File: src/rtl/decoder_rr_pkg.sv
// Shared types and constants for the round-robin grant arbiter.
// Latency: n/a (declarations and a combinational helper only).
// Backpressure: n/a.
// Contents: state_t (IDLE/GRANT), NREQ (requester count), IDXW (index width),
//           rr_pick() round-robin winner search.
package decoder_rr_pkg;

  localparam int NREQ = 8;
  localparam int IDXW = 3;

  typedef enum logic {
    IDLE  = 1'b0,
    GRANT = 1'b1
  } state_t;

  // Returns {found, index} of the first set req bit, scanning ptr, ptr+1, ...
  // modulo NREQ. The scan runs from the farthest offset down so the nearest
  // requester is the last one written and therefore wins.
  function automatic logic [IDXW:0] rr_pick(input logic [NREQ-1:0] req,
                                            input logic [IDXW-1:0] ptr);
    logic [IDXW:0]   res;
    logic [IDXW-1:0] cand;
    res = '0;
    for (int i = NREQ - 1; i >= 0; i--) begin
      cand = ptr + IDXW'(i);
      if (req[cand]) res = {1'b1, cand};
    end
    return res;
  endfunction

endpackage

File: src/rtl/onehot_dec_3_8.sv
// 3-to-8 one-hot decoder with enable; output is all-zero when disabled.
// Latency: combinational.
// Backpressure: none.
// Ports: idx  - binary index in
//        en   - decode enable
//        onehot - 8-bit one-hot (or zero) out
module onehot_dec_3_8
  import decoder_rr_pkg::*;
(
  input  logic [IDXW-1:0] idx,
  input  logic            en,
  output logic [NREQ-1:0] onehot
);

  always_comb begin
    onehot = '0;
    if (en) onehot[idx] = 1'b1;
  end

endmodule

File: src/rtl/decoder_rr_arbiter.sv
// Round-robin arbiter for 8 level-sensitive requesters with bounded grant hold.
// Latency: grant registered 1 cycle after the winning request is sampled.
// Backpressure: requester keeps req high to hold; released on req drop or HOLD_MAX.
// Ports: clk, rst (async, active-high)
//        En      - enable for issuing new grants (never revokes a live grant)
//        req     - per-requester request bits
//        gnt     - registered one-hot grant; gnt_idx/gnt_vld - its index / valid
module decoder_rr_arbiter
  import decoder_rr_pkg::*;
#(
  parameter int HOLD_MAX = 4
) (
  input  logic            clk,
  input  logic            rst,
  input  logic            En,
  input  logic [NREQ-1:0] req,
  output logic [NREQ-1:0] gnt,
  output logic [IDXW-1:0] gnt_idx,
  output logic            gnt_vld
);

  localparam logic [3:0] HOLD_LIM = 4'(HOLD_MAX);

  state_t          state_q, state_n;
  logic [IDXW-1:0] ptr_q, ptr_n;
  logic [3:0]      cnt_q, cnt_n;
  logic [IDXW-1:0] idx_q, idx_n;
  logic            vld_q, vld_n;
  logic [NREQ-1:0] gnt_q, gnt_n;

  logic            rel;
  logic [IDXW-1:0] search_ptr;
  logic [IDXW:0]   pick;

  // Release frees the current owner; searching from owner+1 in the same cycle
  // lets the grant hand over without an idle bubble and puts the old owner last.
  assign rel        = (state_q == GRANT) && (!req[idx_q] || (cnt_q == HOLD_LIM));
  assign search_ptr = rel ? idx_q + IDXW'(1) : ptr_q;
  assign pick       = rr_pick(req, search_ptr);

  always_comb begin
    state_n = state_q;
    ptr_n   = ptr_q;
    cnt_n   = cnt_q;
    idx_n   = idx_q;
    vld_n   = vld_q;
    case (state_q)
      IDLE: begin
        if (En && pick[IDXW]) begin
          state_n = GRANT;
          idx_n   = pick[IDXW-1:0];
          vld_n   = 1'b1;
          cnt_n   = 4'd1;
        end else begin
          state_n = IDLE;
          idx_n   = '0;
          vld_n   = 1'b0;
          cnt_n   = '0;
        end
      end
      GRANT: begin
        if (rel) begin
          ptr_n = search_ptr;
          if (En && pick[IDXW]) begin
            state_n = GRANT;
            idx_n   = pick[IDXW-1:0];
            vld_n   = 1'b1;
            cnt_n   = 4'd1;
          end else begin
            state_n = IDLE;
            idx_n   = '0;
            vld_n   = 1'b0;
            cnt_n   = '0;
          end
        end else begin
          cnt_n = cnt_q + 4'd1;
        end
      end
      default: begin
        state_n = IDLE;
        idx_n   = '0;
        vld_n   = 1'b0;
        cnt_n   = '0;
      end
    endcase
  end

  // Decode the next index so gnt is a plain register alongside gnt_idx/gnt_vld.
  onehot_dec_3_8 u_dec (
    .idx    (idx_n),
    .en     (vld_n),
    .onehot (gnt_n)
  );

  always_ff @(posedge clk or posedge rst) begin
    if (rst) begin
      state_q <= IDLE;
      ptr_q   <= '0;
      cnt_q   <= '0;
      idx_q   <= '0;
      vld_q   <= 1'b0;
      gnt_q   <= '0;
    end else begin
      state_q <= state_n;
      ptr_q   <= ptr_n;
      cnt_q   <= cnt_n;
      idx_q   <= idx_n;
      vld_q   <= vld_n;
      gnt_q   <= gnt_n;
    end
  end

  assign gnt     = gnt_q;
  assign gnt_idx = idx_q;
  assign gnt_vld = vld_q;

endmodule
File: config.mk
export PLATFORM = sky130hd
export DESIGN_NAME = decoder_rr_arbiter
export DESIGN_NICKNAME = d
export VERILOG_FILES = /design/src/rtl/decoder_rr_pkg.sv /design/src/rtl/onehot_dec_3_8.sv /design/src/rtl/decoder_rr_arbiter.sv
export SDC_FILE = /design/constraint.sdc
export NUM_CORES = 1
export LEC_CHECK = 0
export ABC_CLOCK_PERIOD_IN_PS = 12540
export CAP_MARGIN = 15
export CORE_MARGIN = 3
export CORE_UTILIZATION = 40
export CTS_BUF_LIST = sky130_fd_sc_hd__clkbuf_4 sky130_fd_sc_hd__clkbuf_8
export DETAILED_ROUTE_END_ITERATION = 6
export HOLD_SLACK_MARGIN = 0.15
export RECOVER_POWER = 100
export SLEW_MARGIN = 20
export SYNTH_ARGS = -nofsm -noshare
export SYNTH_HDL_FRONTEND = slang
export SYNTH_SLANG_ARGS = --single-unit
File: constraint.sdc
create_clock -name clk -period 12.54 [get_ports clk]
set_input_delay 3.762 -clock clk [delete_from_list [all_inputs] [get_ports clk]]
set_output_delay 3.762 -clock clk [all_outputs]
set_load 0.01 [all_outputs]
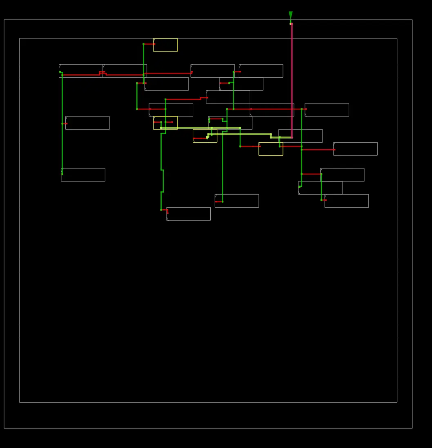
run_1/clocks.png
CLK BUF: 4
CTS buffer count: 3

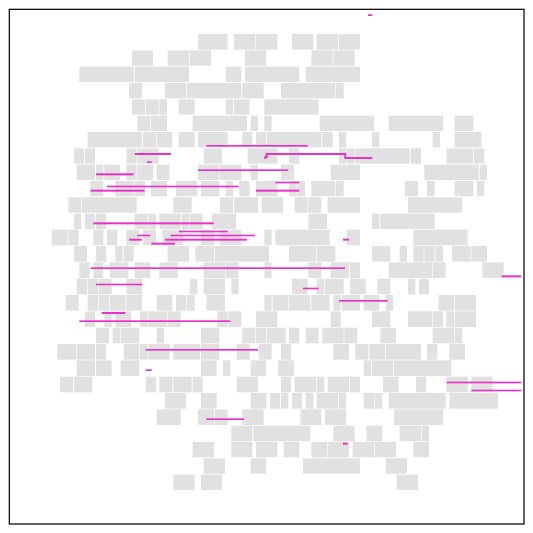
run_1/layer_met3.png
(6 px per um)
main direction: horizontal
wire length on this layer: 303 um
nets with wire on the layer: 26

==> impl_metrics.ini, run 1 <==
; yosys + openroad results
[grt]
grt_start_max_net_pins = 24
grt_use_total_pct = 20.5
grt_pass1_vias = 2374
grt_pass1_wl_um = 12200
grt_overflow = 0
antenna_found_initial = 0

[placed_design]
dp_hpwl_um = 5370
placed_cells = 378
place_ws_ns = 3.72
place_congestion = 0.871
dpl_cell_area_um2 = 2770

[worst_setup_path]
crit_top_cell = mux2i_1
cp_slowest_stage_delay_ns = 0.70
endpoint_kind = register
worstPathMaxFanout = 17
cp-start-kind = input port
worstPathCellList = dlygate4sd3_1, mux2i_1, o32ai_1, o21a_1, o211a_1, inv_1, ha_1, and4_1, a2111oi_0, and3_1, mux2i_1, mux2_1, and2_0, a311o_1, or4_1, a211oi_1
cp_slowest_cell = dlygate4sd3_1
cp_top_family = AND-OR/OR-AND gates
critical_path_class = input port to register
cp.arrival_ns = 9.54
required_ns = 12.71
worst-path-buf-inv = 2

[clocking]
cts_hold_buf = 0
cts_setup_buffers = 0
cts_tree = done
cts.sinks = 20
clkLatencyLatePin_ns = 0.26
cts-resized-gates = 0
clockBufferDepth = 2
cts_root_buf = clkbuf_8
htreeDepth = 1
clk_pin_slew_ns = 0.08

[worst_hold_path]
holdCritPathClass = register to register

[route]
route.antenna.remaining_nets = 0
wl_met2_um = 3420
routed.top_layer = met4
drc_errors = 0
drt_iter0_drc = 218
wl_met1_um = 3450
wl_met3_um = 302
routed_wl_um = 7280
vias_per_cell = 6.49
via_count = 2481
wl_per_cell_um = 19.1
firstDrtPassIters = 5

[synthesis]
synth_area_per_cell_um2 = 8.49
yosys_warnings = 0
fp_nets = 313
synth.cell_area_um2 = 2530
ff_type = dfrtp_1
synth.distinct_cells = 74
synth-edff-count = 0
top_area_share_pct = 19.8
synth_top_cell_by_area = dfrtp_1
ys_seq_share_pct = 19.8
common_cells = mux2i_1, nor2_1, dfrtp_1
ys_cells = 298
synthTopCellsByArea = dfrtp_1, mux2i_1, o311ai_4, nor2_1, nor4_1
ys_chip_area_um2 = 2530
synth_flops = 20
async_flop_share_pct = 100
most_common_cell = mux2i_1
syn_inst = 298

[cells_and_area]
n_fill_cell = 612
final-comb-area_um2 = 1840
area_growth_pct = 9.64
final_util_pct = 46.0
drive_gt1_share_pct = 6.51
final_area_um2 = 2770
fin_nets = 323
lay_top_cells = mux2i_1, nor2_1, dfrtp_1
flop_area_um2 = 500
stdcell_count = 382
final_common_cell = mux2i_1
n_antenna_cell = 0

[timing]
rsz0062_at_grt = no
setup-tns-final_ns = 0
hold_viol = 0
tightest_slew_ns = 1.24
max_freq_mhz = 107
layout_min_cycle_time_ns = 9.37
setup_viol = 0
holdWs_ns = 0.533
worst_slew_margin_rel_pct = 17.6
worst_slack_ns = 3.17
period_used_pct = 74.7
fin_skew_ns = 0.00660
drv_slew = 0

[floorplan]
die_area_um2 = 7320
num_rows = 28
coreArea_um2 = 6030
ios = 23
fp-utilization_pct = 42.0

[run]
warning_count = 27
cap_violations = 0

[outcome]
status = finished, final reports clean
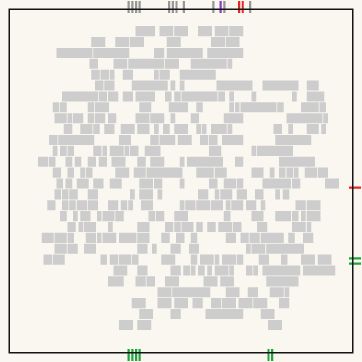
run_1/io_placement.png
(4 px per um) Pins as bars across the die edge, other pins in gray.
legend:
  red:
    port: `gnt_idx`
    pins: 3
    direction: output
    edge: 2 top, 1 right
  green:
    port: `req`
    pins: 8
    direction: input
    edge: 6 bottom, 2 right
  purple:
    port: `rst`
    pins: 1
    direction: input
    edge: top
all pins by edge: 14 top, 6 bottom, 3 right
Die X: 85.5 um
die height: 85.5 um
I/O Buffers: 22

run 1: area by class of cell:
class	count	area share (%)
Multi-Input combinational cell	245	66.2
Timing Repair Buffer	25	8.62
Sequential cell	20	18.0
Tap cell	75	3.38
Inverter	13	1.76
Clock buffer	4	1.98
run 1: state kept, by name (all words and copies together) (netlist names):
register,flops
state_q,1
gnt,8
gnt_vld,1
ptr_q,3
cnt_q,4
gnt_idx,3
run 1: worst paths after layout:
path,from,endpoint,slack [ns],depth (start not counted)
setup reg to reg,gnt_idx[0],gnt[1],5.96,16
setup / recovery,req[1],gnt[1],3.17,16
hold / removal,gnt_vld,gnt_vld,0.53,2
max in group asynchronous,rst,state_q,7.97,2
min in group asynchronous,rst,gnt[3],4.08,2
hold reg to reg,gnt_vld,gnt_vld,0.53,2
run 1: layer usage:
layer | GRT usage (%) | vias up
met5 | 0 | -
met1 | 29.2 | 1220
met2 | 32.9 | 61
met4 | 4.75 | 0
li1 | - | 1191
met3 | 2.88 | 9
run 1: cell families (layout without fill, tap and decap cells):
kind of cell	count (synthesis)	in the layout	synth area share, %
xor gates and xnor gates	7	7	2.42
buffers and inverters	33	42	5.88
muxes	32	32	14.0
DFF	20	20	19.8
adders and majority gates	4	4	1.98
AOI/OAI and AO/OA	99	99	33.8
and+or+nand+nor	103	103	22.1
--- run 2 (diff from run 1) ---
--- a/config.mk
+++ b/config.mk
@@ -5,7 +5,7 @@
 export SDC_FILE = /design/constraint.sdc
 export NUM_CORES = 1
 export LEC_CHECK = 0
-export ABC_CLOCK_PERIOD_IN_PS = 12540
+export ABC_CLOCK_PERIOD_IN_PS = 8560
 export CAP_MARGIN = 15
 export CORE_MARGIN = 3
 export CORE_UTILIZATION = 40
==> constraint.sdc (replaced) <==
create_clock -name clk -period 8.56 [get_ports clk]
set_input_delay 2.568 -clock clk [delete_from_list [all_inputs] [get_ports clk]]
set_output_delay 2.568 -clock clk [all_outputs]
set_load 0.01 [all_outputs]
==> impl_metrics.ini, run 2 <==
; yosys + openroad results
[timing]
setup-tns-final_ns = 0
worst_slew_margin_rel_pct = 34.0
hold_viol = 0
layout_min_cycle_time_ns = 7.90
drv_slew = 0
setup_viol = 0
max_freq_mhz = 127
rsz0062_at_grt = no
fin_skew_ns = 0.00409
tightest_slew_ns = 0.980
period_used_pct = 92.2

[worst_setup_path]
rr_worst_depth = 15
crit_top_cell = mux2i_1
critical_path_class = input port to register
worst-path-buf-inv = 2
cp.arrival_ns = 8.05
cp_slowest_cell = dlygate4sd3_1
cp-start-kind = input port
worstPathMaxFanout = 8
cp_slowest_stage_delay_ns = 0.71
required_ns = 8.72
endpoint_kind = register
critical_path_depth = 16
worstPathCellList = dlygate4sd3_1, mux2i_1, o32ai_1, o21a_1, o211a_1, clkinv_1, ha_1, or3_1, a211o_1, and3_1, mux2i_1, mux2_1, and2_0, a311o_1, or4_1, a211oi_1
cp_top_family = AND-OR/OR-AND gates

[route]
route.antenna.remaining_nets = 0
vias_per_cell = 6.52
wl_met3_um = 416
via_count = 2478
routed.top_layer = met4
firstDrtPassIters = 5
wl_met2_um = 3390
drt_iter0_drc = 239
routed_wl_um = 7230
wl_per_cell_um = 19.0
drc_errors = 0
wl_met1_um = 3360

[grt]
grt_use_total_pct = 20.3
grt_start_max_net_pins = 24
grtUsageMet1_pct = 30.8
antenna_found_initial = 0
met2_usage_pct = 31.2
grt_pass1_wl_um = 12200
top_usage_layer = met2
grt_pass1_vias = 2298
met3_usage_pct = 2.59
grt_overflow = 0

[clocking]
cts_root_buf = clkbuf_8
clk_pin_slew_ns = 0.07
cts_tree = done
cts_setup_buffers = 0
cts-resized-gates = 0
numCtsBuffers = 3
clockBufferDepth = 2
htreeDepth = 1
cts_hold_buf = 0

[synthesis]
synth_top_cell_by_area = dfrtp_1
ys_sh_aoi_pct = 33.8
common_cells = mux2i_1, nor2_1, dfrtp_1
yosys_warnings = 0
ys_cells = 298
top_area_share_pct = 19.8
synth_flops = 20
synth-edff-count = 0
xor_share_pct = 2.42
async_flop_share_pct = 100
mux_area_share_pct = 14.0
synth.cell_area_um2 = 2530
ys_chip_area_um2 = 2530
synth.comb.largest_family = AND-OR/OR-AND gates
ff_type = dfrtp_1
fa_ha_area_share_pct = 1.98
syn_inst = 298
synthTopCellsByArea = dfrtp_1, mux2i_1, o311ai_4, nor2_1, nor4_1
most_common_cell = mux2i_1
fp_nets = 313
ys_seq_share_pct = 19.8
synth_area_per_cell_um2 = 8.49
synth.distinct_cells = 74
simple_gate_share_pct = 22.1

[placed_design]
dp_hpwl_um = 5360
portBuffers = 22
place_congestion = 0.921

[floorplan]
ios = 23
num_rows = 28
fp-utilization_pct = 42.0
die_area_um2 = 7320
coreArea_um2 = 6030
fp.dieW_um = 85.5
die_y_um = 85.5

[worst_hold_path]
holdCritPathClass = register to register
holdPathStages = 2

[cells_and_area]
area_growth_pct = 9.20
fin_nets = 322
n_fill_cell = 591
n_antenna_cell = 0
lay_top_cells = mux2i_1, nor2_1, dfrtp_1
final_common_cell = mux2i_1
largest_reg_flops = 8
drive_gt1_share_pct = 7.21

[outcome]
status = finished, final reports clean

[run]
cap_violations = 0
warning_count = 27
## run 2: per-stage QoR
stage / util (%) / worst slack [ns] / cells / hold WS (ns) / cell area [um2]
4_1_cts: 46.5 / 1.14 / 380 / 0.558 / 2800
5_1_grt: 45.8 / 0.394 / 380 / 0.605 / 2760
2_1_floorplan: - / 1.87 / 298 / 0.490 / 2530
3_5_place_dp: 45.8 / 0.871 / 377 / 0.530 / 2760
3_3_place_gp: 45.8 / 1.00 / 377 / 0.537 / 2760
6_report: 45.8 / 0.664 / 380 / 0.547 / 2760
## run 2: layout make-up
class,count,area (um2),area share (%)
clock buffer,3,41.3,1.49
sequential,20,500,18.1
multi-input combinational,245,1840,66.7
tap,75,93.8,3.40
inverter,13,48.8,1.77
timing repair buffer,24,235,8.51
## run 2: logic make-up (layout without fill, tap and decap cells)
kind of cell               count (synthesis)  in the layout
AOI/OAI and AO/OA                         99             99
xor gates and xnor gates                   7              7
adders and majority gates                  4              4
buffers and inverters                     33             40
DFF                                       20             20
muxes                                     32             32
and+or+nand+nor                          103            103
## run 2: worst paths after layout
kind	start	endpoint	slack, ns
worst max-delay path	req[3]	gnt[1]	0.66
worst min register to register	gnt_vld	gnt_vld	0.55
worst max register to register	gnt_idx[0]	gnt[1]	2.54
max in group asynchronous	rst	gnt[3]	5.20
min in group asynchronous	rst	gnt_vld	2.89
worst min-delay path	gnt_vld	gnt_vld	0.55
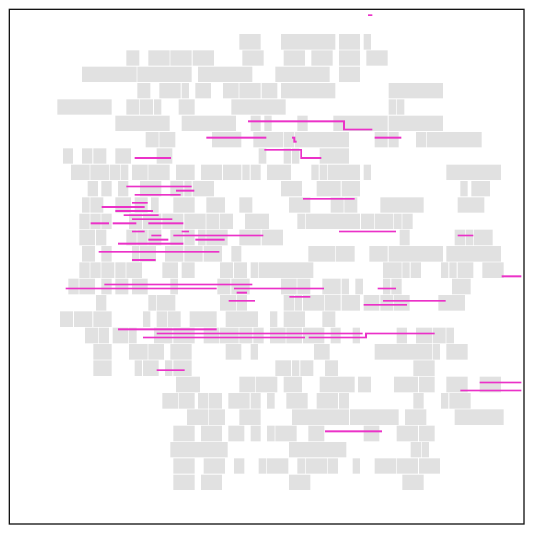
run_2/layer_met3.png
(6 px per um)
longest straight run: 34.0 um
wire length on this layer: 417 um
main direction: horizontal
nets with wire on the layer: 39
share of all routed wire: 5.8%

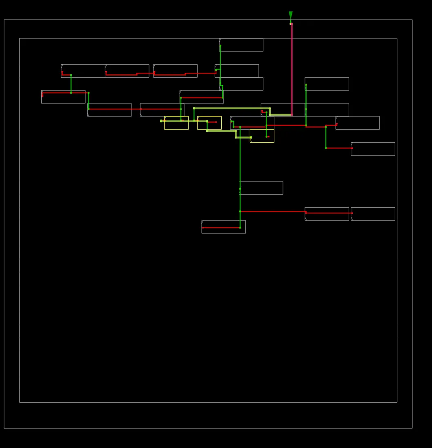
run_2/clocks.png
# clock sinks: 20
Flops: 20
clk_lat worst skew: 0.25 ns

